$ cat src/rtl/ctrl_pipe_if.sv
// Control-pipeline bundle: decode-stage control word in, E/M/W stage control
// and hazard-unit feedback out.
interface ctrl_pipe_if #(
    parameter int CNT_W = 32
);
    logic             ValidD;
    logic             RegWriteD;
    logic             MemtoRegD;
    logic             MemWriteD;
    logic             ALUSrcD;
    logic             RegDstD;
    logic [2:0]       ALUControlD;
    logic [4:0]       RsD;
    logic [4:0]       RtD;
    logic [4:0]       RdD;
    logic             FlushE;
    logic             CntClr;

    logic             RegWriteE;
    logic             MemtoRegE;
    logic             MemWriteE;
    logic             ALUSrcE;
    logic             RegDstE;
    logic [2:0]       ALUControlE;
    logic [4:0]       RsE;
    logic [4:0]       RtE;
    logic [4:0]       RdE;
    logic [4:0]       WriteRegE;
    logic             RegWriteM;
    logic             MemtoRegM;
    logic             MemWriteM;
    logic [4:0]       WriteRegM;
    logic             RegWriteW;
    logic             MemtoRegW;
    logic [4:0]       WriteRegW;
    logic             ValidE;
    logic             ValidM;
    logic             ValidW;
    logic [CNT_W-1:0] Retired;

    modport master (
        output ValidD, RegWriteD, MemtoRegD, MemWriteD, ALUSrcD, RegDstD,
               ALUControlD, RsD, RtD, RdD, FlushE, CntClr,
        input  RegWriteE, MemtoRegE, MemWriteE, ALUSrcE, RegDstE, ALUControlE,
               RsE, RtE, RdE, WriteRegE, RegWriteM, MemtoRegM, MemWriteM,
               WriteRegM, RegWriteW, MemtoRegW, WriteRegW, ValidE, ValidM,
               ValidW, Retired
    );

    modport slave (
        input  ValidD, RegWriteD, MemtoRegD, MemWriteD, ALUSrcD, RegDstD,
               ALUControlD, RsD, RtD, RdD, FlushE, CntClr,
        output RegWriteE, MemtoRegE, MemWriteE, ALUSrcE, RegDstE, ALUControlE,
               RsE, RtE, RdE, WriteRegE, RegWriteM, MemtoRegM, MemWriteM,
               WriteRegM, RegWriteW, MemtoRegW, WriteRegW, ValidE, ValidM,
               ValidW, Retired
    );
endinterface

$ cat src/rtl/ctrl_pipe.sv
// E/M/W control register banks for the 5-stage MIPS core, plus a counter of
// instructions retiring out of W.
module ctrl_pipe #(
    parameter int CNT_W = 32
) (
    input  logic        clk,
    input  logic        resetn,
    ctrl_pipe_if.slave  bus
);
    typedef struct packed {
        logic       valid;
        logic       reg_write;
        logic       mem_to_reg;
        logic       mem_write;
        logic       alu_src;
        logic       reg_dst;
        logic [2:0] alu_ctrl;
        logic [4:0] rs;
        logic [4:0] rt;
        logic [4:0] rd;
    } e_bank_t;

    typedef struct packed {
        logic       valid;
        logic       reg_write;
        logic       mem_to_reg;
        logic       mem_write;
        logic [4:0] write_reg;
    } m_bank_t;

    typedef struct packed {
        logic       valid;
        logic       reg_write;
        logic       mem_to_reg;
        logic [4:0] write_reg;
    } w_bank_t;

    e_bank_t          r_e;
    m_bank_t          r_m;
    w_bank_t          r_w;
    logic [CNT_W-1:0] r_retired;

    e_bank_t          w_e_d;
    logic [4:0]       w_write_reg_e;

    assign w_e_d = '{valid:      bus.ValidD,
                     reg_write:  bus.RegWriteD,
                     mem_to_reg: bus.MemtoRegD,
                     mem_write:  bus.MemWriteD,
                     alu_src:    bus.ALUSrcD,
                     reg_dst:    bus.RegDstD,
                     alu_ctrl:   bus.ALUControlD,
                     rs:         bus.RsD,
                     rt:         bus.RtD,
                     rd:         bus.RdD};

    assign w_write_reg_e = r_e.reg_dst ? r_e.rd : r_e.rt;

    // NOTE: non-blocking assignments let every bank sample the previous
    // stage's old value on the same edge, which is what makes this a pipeline.
    always_ff @(posedge clk) begin
        if (!resetn) begin
            r_e       <= '0;
            r_m       <= '0;
            r_w       <= '0;
            r_retired <= '0;
        end else begin
            // A flushed bubble also clears Rs/Rt/Rd so it never forwards.
            r_e <= bus.FlushE ? '0 : w_e_d;

            r_m.valid      <= r_e.valid;
            r_m.reg_write  <= r_e.reg_write & (w_write_reg_e != 5'd0);
            r_m.mem_to_reg <= r_e.mem_to_reg;
            r_m.mem_write  <= r_e.mem_write;
            r_m.write_reg  <= w_write_reg_e;

            r_w.valid      <= r_m.valid;
            r_w.reg_write  <= r_m.reg_write;
            r_w.mem_to_reg <= r_m.mem_to_reg;
            r_w.write_reg  <= r_m.write_reg;

            if (bus.CntClr)
                r_retired <= '0;
            else if (r_w.valid)
                r_retired <= r_retired + CNT_W'(1);
        end
    end

    assign bus.RegWriteE   = r_e.reg_write;
    assign bus.MemtoRegE   = r_e.mem_to_reg;
    assign bus.MemWriteE   = r_e.mem_write;
    assign bus.ALUSrcE     = r_e.alu_src;
    assign bus.RegDstE     = r_e.reg_dst;
    assign bus.ALUControlE = r_e.alu_ctrl;
    assign bus.RsE         = r_e.rs;
    assign bus.RtE         = r_e.rt;
    assign bus.RdE         = r_e.rd;
    assign bus.WriteRegE   = w_write_reg_e;
    assign bus.ValidE      = r_e.valid;
    assign bus.RegWriteM   = r_m.reg_write;
    assign bus.MemtoRegM   = r_m.mem_to_reg;
    assign bus.MemWriteM   = r_m.mem_write;
    assign bus.WriteRegM   = r_m.write_reg;
    assign bus.ValidM      = r_m.valid;
    assign bus.RegWriteW   = r_w.reg_write;
    assign bus.MemtoRegW   = r_w.mem_to_reg;
    assign bus.WriteRegW   = r_w.write_reg;
    assign bus.ValidW      = r_w.valid;
    assign bus.Retired     = r_retired;
endmodule

$ cat src/flat_wrapper.sv
// flat-port wrapper written by rule: the top's interface ports become plain ports
module ctrl_pipe_flat 
#(
    parameter int CNT_W = 32
)
  (clk, resetn, bus_ValidD, bus_RegWriteD, bus_MemtoRegD, bus_MemWriteD, bus_ALUSrcD, bus_RegDstD, bus_ALUControlD, bus_RsD, bus_RtD, bus_RdD, bus_FlushE, bus_CntClr, bus_RegWriteE, bus_MemtoRegE, bus_MemWriteE, bus_ALUSrcE, bus_RegDstE, bus_ALUControlE, bus_RsE, bus_RtE, bus_RdE, bus_WriteRegE, bus_RegWriteM, bus_MemtoRegM, bus_MemWriteM, bus_WriteRegM, bus_RegWriteW, bus_MemtoRegW, bus_WriteRegW, bus_ValidE, bus_ValidM, bus_ValidW, bus_Retired);
  ctrl_pipe_if #(.CNT_W(CNT_W)) bus_i ();
  input  logic clk;
  input  logic resetn;
  input wire logic [$bits(bus_i.ValidD)-1:0] bus_ValidD;
  input wire logic [$bits(bus_i.RegWriteD)-1:0] bus_RegWriteD;
  input wire logic [$bits(bus_i.MemtoRegD)-1:0] bus_MemtoRegD;
  input wire logic [$bits(bus_i.MemWriteD)-1:0] bus_MemWriteD;
  input wire logic [$bits(bus_i.ALUSrcD)-1:0] bus_ALUSrcD;
  input wire logic [$bits(bus_i.RegDstD)-1:0] bus_RegDstD;
  input wire logic [$bits(bus_i.ALUControlD)-1:0] bus_ALUControlD;
  input wire logic [$bits(bus_i.RsD)-1:0] bus_RsD;
  input wire logic [$bits(bus_i.RtD)-1:0] bus_RtD;
  input wire logic [$bits(bus_i.RdD)-1:0] bus_RdD;
  input wire logic [$bits(bus_i.FlushE)-1:0] bus_FlushE;
  input wire logic [$bits(bus_i.CntClr)-1:0] bus_CntClr;
  output wire logic [$bits(bus_i.RegWriteE)-1:0] bus_RegWriteE;
  output wire logic [$bits(bus_i.MemtoRegE)-1:0] bus_MemtoRegE;
  output wire logic [$bits(bus_i.MemWriteE)-1:0] bus_MemWriteE;
  output wire logic [$bits(bus_i.ALUSrcE)-1:0] bus_ALUSrcE;
  output wire logic [$bits(bus_i.RegDstE)-1:0] bus_RegDstE;
  output wire logic [$bits(bus_i.ALUControlE)-1:0] bus_ALUControlE;
  output wire logic [$bits(bus_i.RsE)-1:0] bus_RsE;
  output wire logic [$bits(bus_i.RtE)-1:0] bus_RtE;
  output wire logic [$bits(bus_i.RdE)-1:0] bus_RdE;
  output wire logic [$bits(bus_i.WriteRegE)-1:0] bus_WriteRegE;
  output wire logic [$bits(bus_i.RegWriteM)-1:0] bus_RegWriteM;
  output wire logic [$bits(bus_i.MemtoRegM)-1:0] bus_MemtoRegM;
  output wire logic [$bits(bus_i.MemWriteM)-1:0] bus_MemWriteM;
  output wire logic [$bits(bus_i.WriteRegM)-1:0] bus_WriteRegM;
  output wire logic [$bits(bus_i.RegWriteW)-1:0] bus_RegWriteW;
  output wire logic [$bits(bus_i.MemtoRegW)-1:0] bus_MemtoRegW;
  output wire logic [$bits(bus_i.WriteRegW)-1:0] bus_WriteRegW;
  output wire logic [$bits(bus_i.ValidE)-1:0] bus_ValidE;
  output wire logic [$bits(bus_i.ValidM)-1:0] bus_ValidM;
  output wire logic [$bits(bus_i.ValidW)-1:0] bus_ValidW;
  output wire logic [$bits(bus_i.Retired)-1:0] bus_Retired;
  assign bus_i.ValidD = bus_ValidD;
  assign bus_i.RegWriteD = bus_RegWriteD;
  assign bus_i.MemtoRegD = bus_MemtoRegD;
  assign bus_i.MemWriteD = bus_MemWriteD;
  assign bus_i.ALUSrcD = bus_ALUSrcD;
  assign bus_i.RegDstD = bus_RegDstD;
  assign bus_i.ALUControlD = bus_ALUControlD;
  assign bus_i.RsD = bus_RsD;
  assign bus_i.RtD = bus_RtD;
  assign bus_i.RdD = bus_RdD;
  assign bus_i.FlushE = bus_FlushE;
  assign bus_i.CntClr = bus_CntClr;
  assign bus_RegWriteE = bus_i.RegWriteE;
  assign bus_MemtoRegE = bus_i.MemtoRegE;
  assign bus_MemWriteE = bus_i.MemWriteE;
  assign bus_ALUSrcE = bus_i.ALUSrcE;
  assign bus_RegDstE = bus_i.RegDstE;
  assign bus_ALUControlE = bus_i.ALUControlE;
  assign bus_RsE = bus_i.RsE;
  assign bus_RtE = bus_i.RtE;
  assign bus_RdE = bus_i.RdE;
  assign bus_WriteRegE = bus_i.WriteRegE;
  assign bus_RegWriteM = bus_i.RegWriteM;
  assign bus_MemtoRegM = bus_i.MemtoRegM;
  assign bus_MemWriteM = bus_i.MemWriteM;
  assign bus_WriteRegM = bus_i.WriteRegM;
  assign bus_RegWriteW = bus_i.RegWriteW;
  assign bus_MemtoRegW = bus_i.MemtoRegW;
  assign bus_WriteRegW = bus_i.WriteRegW;
  assign bus_ValidE = bus_i.ValidE;
  assign bus_ValidM = bus_i.ValidM;
  assign bus_ValidW = bus_i.ValidW;
  assign bus_Retired = bus_i.Retired;
  ctrl_pipe #(.CNT_W(CNT_W)) u_core (.clk(clk), .resetn(resetn), .bus(bus_i));
endmodule
$ cat config.mk
export PLATFORM = sky130hd
export DESIGN_NAME = ctrl_pipe_flat
export DESIGN_NICKNAME = d
export VERILOG_FILES = /design/src/rtl/ctrl_pipe_if.sv /design/src/rtl/ctrl_pipe.sv /design/src/flat_wrapper.sv
export SDC_FILE = /design/constraint.sdc
export NUM_CORES = 1
export LEC_CHECK = 0
export CAP_MARGIN = 30
export CORE_AREA = 4 4 83 85
export DETAILED_ROUTE_END_ITERATION = 10
export DIE_AREA = 0 0 87 89
export PLACE_DENSITY_LB_ADDON = 0.25
export SLEW_MARGIN = 20
export SYNTH_ARGS = -nofsm -noshare
export SYNTH_HDL_FRONTEND = slang
export SYNTH_SLANG_ARGS = --single-unit
$ cat constraint.sdc
create_clock -name clk -period 3.21 [get_ports clk]
set_input_delay 0.642 -clock clk [delete_from_list [all_inputs] [get_ports clk]]
set_output_delay 0.642 -clock clk [all_outputs]
set_load 0.01 [all_outputs]
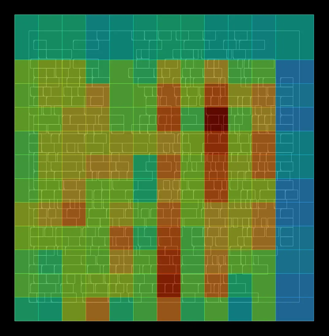
Figure 1: run 1, routing congestion map.
met1 demand-to-capacity share in global routing: 19.65%
met3 demand-to-capacity share in global routing: 9.124%
final core utilization: 65.86%

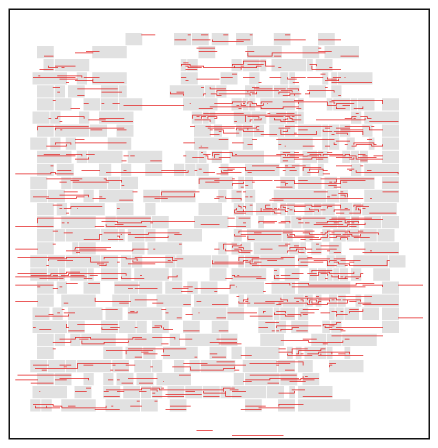
Figure 2: run 1, signal wires on met1.
Cells faint in the background.
The layer holds 40% of the routed length. 362 nets have wire on it. The layer carries 2640 microns of wire.

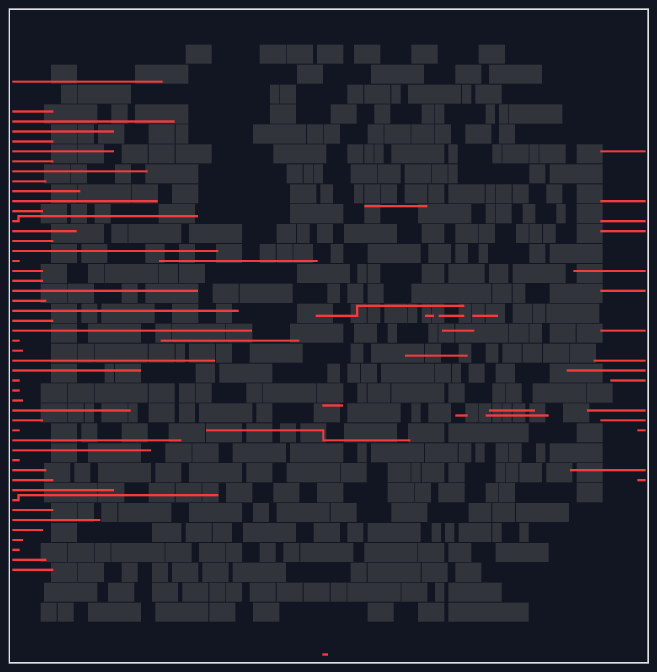
Figure 3: run 1, met3 routing.
Cells faint in the background.
The layer holds 11% of the routed length. The layer carries 738 microns of wire. The longest straight run is 32.4 microns. The wires run mostly horizontal. 73 nets have wire on it.
wire length after detailed routing: 6.578 mm
number of vias after detailed routing: 2382

==> summary.txt, run 1 <==
run results: result of the run=completed, sequential element share of the synthesized area=53.65%, number of input and output port buffers inserted=roughly 110, part of the total power dissipated in combinational logic=6.4%, main area contributors after synthesis=dfxtp_1 54%, and2_1 9.0%, mux2i_1 3.7%, root buffer cell=clkbuf_8, number of ports placed on the die boundary=106, critical path capture point=bus_WriteRegE[4], count of inserted antenna diode cells=0, Post-CTS Hold Buffers=0, CP required=2.57 ns, remaining global-route overflow=0, power density relative to cell area=468.3 mW/mm^2, setup slack at placement=0.9612 ns, min Tclk post-route=2.382 ns, total standard cell area after synthesis=0.002724 sq mm, leading power group=registers, fmax=419.8 MHz, Setup Viol. Count Final=0, sw power=0.0003983 W, Arrival @ worst endpoint=1.74 ns, worst hold margin=0.4672 ns, net switching fraction of the power=20.81%
## run 1: kinds of logic (layout without fill, tap and decap cells)
group | Yosys count | in the layout
DFF | 73 | 73
muxes | 11 | 11
xor gates and xnor gates | 10 | 10
AOI/OAI and AO/OA | 33 | 33
and+or+nand+nor | 135 | 135
buffers and inverters | 21 | 132
adders and majority gates | 1 | 1
## run 1: worst register-to-register path: cells and delay by family, from the launching register on
family | cells | cell delay, ns
AND/OR/NAND/NOR | 3 | 1.58
flip-flops | 1 | 0.48
AND-OR/OR-AND | 1 | 0.16
## run 1: layout make-up
type	count	area, sq um
clock buffer	9	123.9
sequential	73	1461
inverter	7	26.28
tap	77	96.34
timing repair buffer	109	1081
multi-input combinational	190	1179
clock inverter	7	118.9
fill	512	2118
==> run 1 -> run 2 <==
CORE_AREA = 4 4 85 87   (was 4 4 83 85)
DIE_AREA = 0 0 89 91   (was 0 0 87 89)
clock period = 2.2 ns   (was 3.21 ns; I/O delays follow)
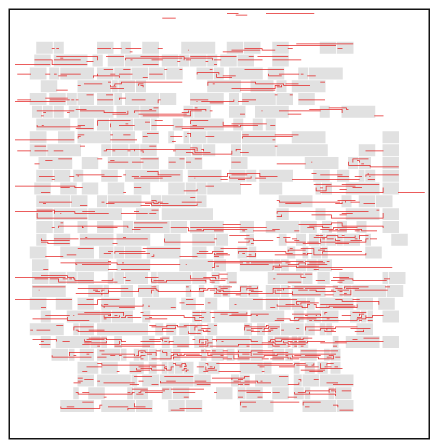
Figure 4: run 2, signal wires on met1.
Cells faint in the background.
The wires run mostly horizontal. 374 nets have wire on it. The layer carries 2820 microns of wire.
met1 demand-to-capacity share in global routing: 22.09%
wire length after detailed routing: 6.909 mm

==> run 2 against run 1 <==
- synthesized cell count unchanged
- first-iteration DRC count is 6.0% higher
- critical path depth unchanged
- die size rose by 4.6%
- global-route usage decreased by 0.12 points
- area after synthesis stayed put
- final area increased by 1.6%
- count of clock-buffer cells in the layout is the same
- sequential power is 46% higher
- total power increased by 46%
- register-to-register slack worse by 0.67 ns
- routed wire length rose by 5.0%
- largest power group unchanged
==> summary.txt, run 2 <==
run results: result of the run=completed, setup slack at placement=0.2628 ns (-0.6984 ns), net switching fraction of the power=20.87% (+0.055 points), count of non-CTS inverters in the layout=7 (unchanged), sequential element share of the synthesized area=53.65% (unchanged), fraction of area in multi-input gates=28.66% (-0.18 points), count of inserted antenna diode cells=0 (unchanged), Post-CTS Hold Buffers=0 (unchanged), number of inserted filler cells in the final layout=504 (-1.6%), total standard cell area after synthesis=0.002724 sq mm (unchanged), root buffer cell=clkbuf_8, min Tclk post-route=2.103 ns, number of ports placed on the die boundary=106 (unchanged), worst hold margin=0.4548 ns (-0.01245 ns), number of vias after detailed routing=2406 (+1.0%), area used by sequential logic in the layout=0.001463 sq mm (about the same), logic area=0.001190 sq mm (+0.96%), CP required=1.76 ns (-0.81 ns), Well Taps=77 (unchanged), final core utilization=65.38% (-0.48 points), # clk buffers=9 (unchanged), power density relative to cell area=673.6 mW/mm^2 (+44%)
-- run 2: netlist changes by cell type in the layout (fill, tap and decap cells not counted), sizes merged --
cell  change
buf       +7
-- run 2: cells by family (layout without fill, tap and decap cells) --
logic type | count (synthesis) | after routing | synth area share [%]
flip-flops | 73 | 73 | 53.65
XOR/XNOR | 10 | 10 | 3.216
AND-OR/OR-AND | 33 | 33 | 7.626
multiplexers | 11 | 11 | 4.088
AND/OR/NAND/NOR | 135 | 135 | 27.88
buffers and inverters | 21 | 139 | 3.078
adder cells (fa/ha/maj) | 1 | 1 | 0.4593
-- run 2: timing repair --
item	CTS	global route
endpoints found under the setup margin	5	2
hold endpoints to repair	0	0
resized	2	2
pin swaps	0	0
==> run 2 -> run 3 <==
CORE_AREA = 3 3 82 84   (was 4 4 85 87)
DIE_AREA = 0 0 85 87   (was 0 0 89 91)
DONT_BUFFER_PORTS = 1   (was not set)
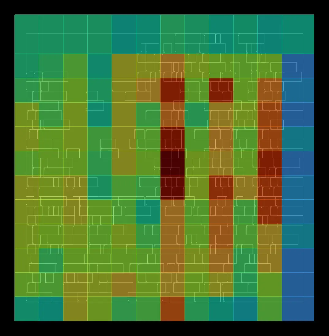
Figure 5: run 3, routing congestion map.
met2 track utilization from global routing: 26.69%
met1 demand-to-capacity share in global routing: 19.01%
Most Crowded Layer GR: met2
average wire length per cell after detail routing: 15.54 microns
final core utilization: 51.96%

==> run 3 against run 2 <==
- synthesized cell count did not move
- first-iteration DRC count fell by 32%
- clock skew increased by 0.0041 ns
- global-route usage fell by 0.85 points
- via count down 14%
- clock power fell by about 10%
- area after synthesis unchanged
- hold slack got worse by 0.25 ns
- largest cell class unchanged
- largest power group unchanged
- highest routed layer unchanged
==> summary.txt, run 3 <==
run results: area used by sequential logic in the layout=0.001461 sq mm (about the same), Well Taps=75 (-2.6%), root buffer cell=clkbuf_8, Min-Delay Endpoint=u_core.bus.RtE[1]$_SDFF_PP0_, Max Root-Sink Buffers=2, fraction of registers with async set or reset after synthesis=0%, setup slack at placement=0.2518 ns (-0.01102 ns), remaining global-route overflow=0, element type at the critical path start=flip-flop, power density relative to cell area=811.0 mW/mm^2 (+20%), startpoint of the lowest-slack hold path=bus_RtD[1], net count entering floorplan=313, ratio of cells with drive above 1 in the final layout=12.79%, result of the run=completed, Pre-Place Util=45.47%, Synth-to-Final Area Change=14.29%, total standard cell area after synthesis=0.002724 sq mm (unchanged), slowest cell on the critical path=or4_1, fraction of area in multi-input gates=37.94% (+9.3 points), CTS tree=yes, # clk buffers=9 (unchanged), count of non-CTS inverters in the layout=7 (unchanged), count of inserted antenna diode cells=0 (unchanged), setup slack, reg-to-reg=0.23 ns, core area=0.005991 sq mm, dpl cells=364, worst reg2reg startpoint=u_core.bus.Retired[5]$_SDFFE_PP0P_, min Tclk post-route=1.972 ns (-0.1311 ns), logic area=0.001181 sq mm (-0.74%), number of inserted filler cells in the final layout=557 (+11%), number of flip-flops and latches in the synthesized netlist=73, number of ports placed on the die boundary=106 (unchanged), CP required=2.48 ns (+0.72 ns), Post-CTS Hold Buffers=0 (unchanged), worst hold margin=0.2059 ns (-0.2489 ns), number of vias after detailed routing=2059 (-14%), sequential element share of the synthesized area=53.65% (unchanged), warnings from Yosys=0, sinks on the clock net=~73, Post-CTS Resized=0 (-2), wire length after detailed routing=5.905 mm (-15%), GRT Resource Usage Total=approximately 17%
## run 3: cell counts after synthesis
Identical to the previous run, type by type.
## run 3: logic make-up (layout without fill, tap and decap cells)
family,count (synthesis),after routing,synth area share (%)
AND/OR/NAND/NOR,135,135,27.88
flip-flops,73,73,53.65
multiplexers,11,11,4.088
XOR/XNOR,10,10,3.216
buffers and inverters,21,42,3.078
AND-OR/OR-AND,33,33,7.626
adder cells (fa/ha/maj),1,1,0.4593
## run 3: per-layer routing
layer / vias up / global-route usage (%) / routed length, microns
li1: 1016 / - / -
met1: 937 / 19.01 / 2354
met2: 98 / 26.69 / 2777
met3: 8 / 8.136 / 678
met4: 0 / 8.777 / 95
met5: - / 0 / 0
## run 3: where the power goes
part	internal, W	switching (W)
combinational	0.0000238	0.0000314
sequential	0.00135	0.0000278
clock	0.000545	0.000551

==> notes/layouts.md <==
Pictures saved along the way, in no particular order.

Met2 routing.
Plate I
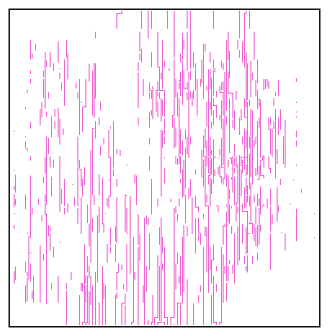
Plate II
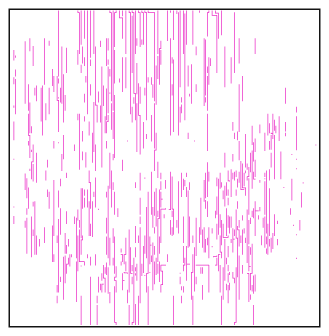
Run 1 is Plate I.
Run 2 is Plate II.

Key to Plate II:
The wires run mostly vertical. The layer holds 47% of the routed length. The longest straight run is 35.4 microns.

Power is estimated from default activity; no workload was simulated.
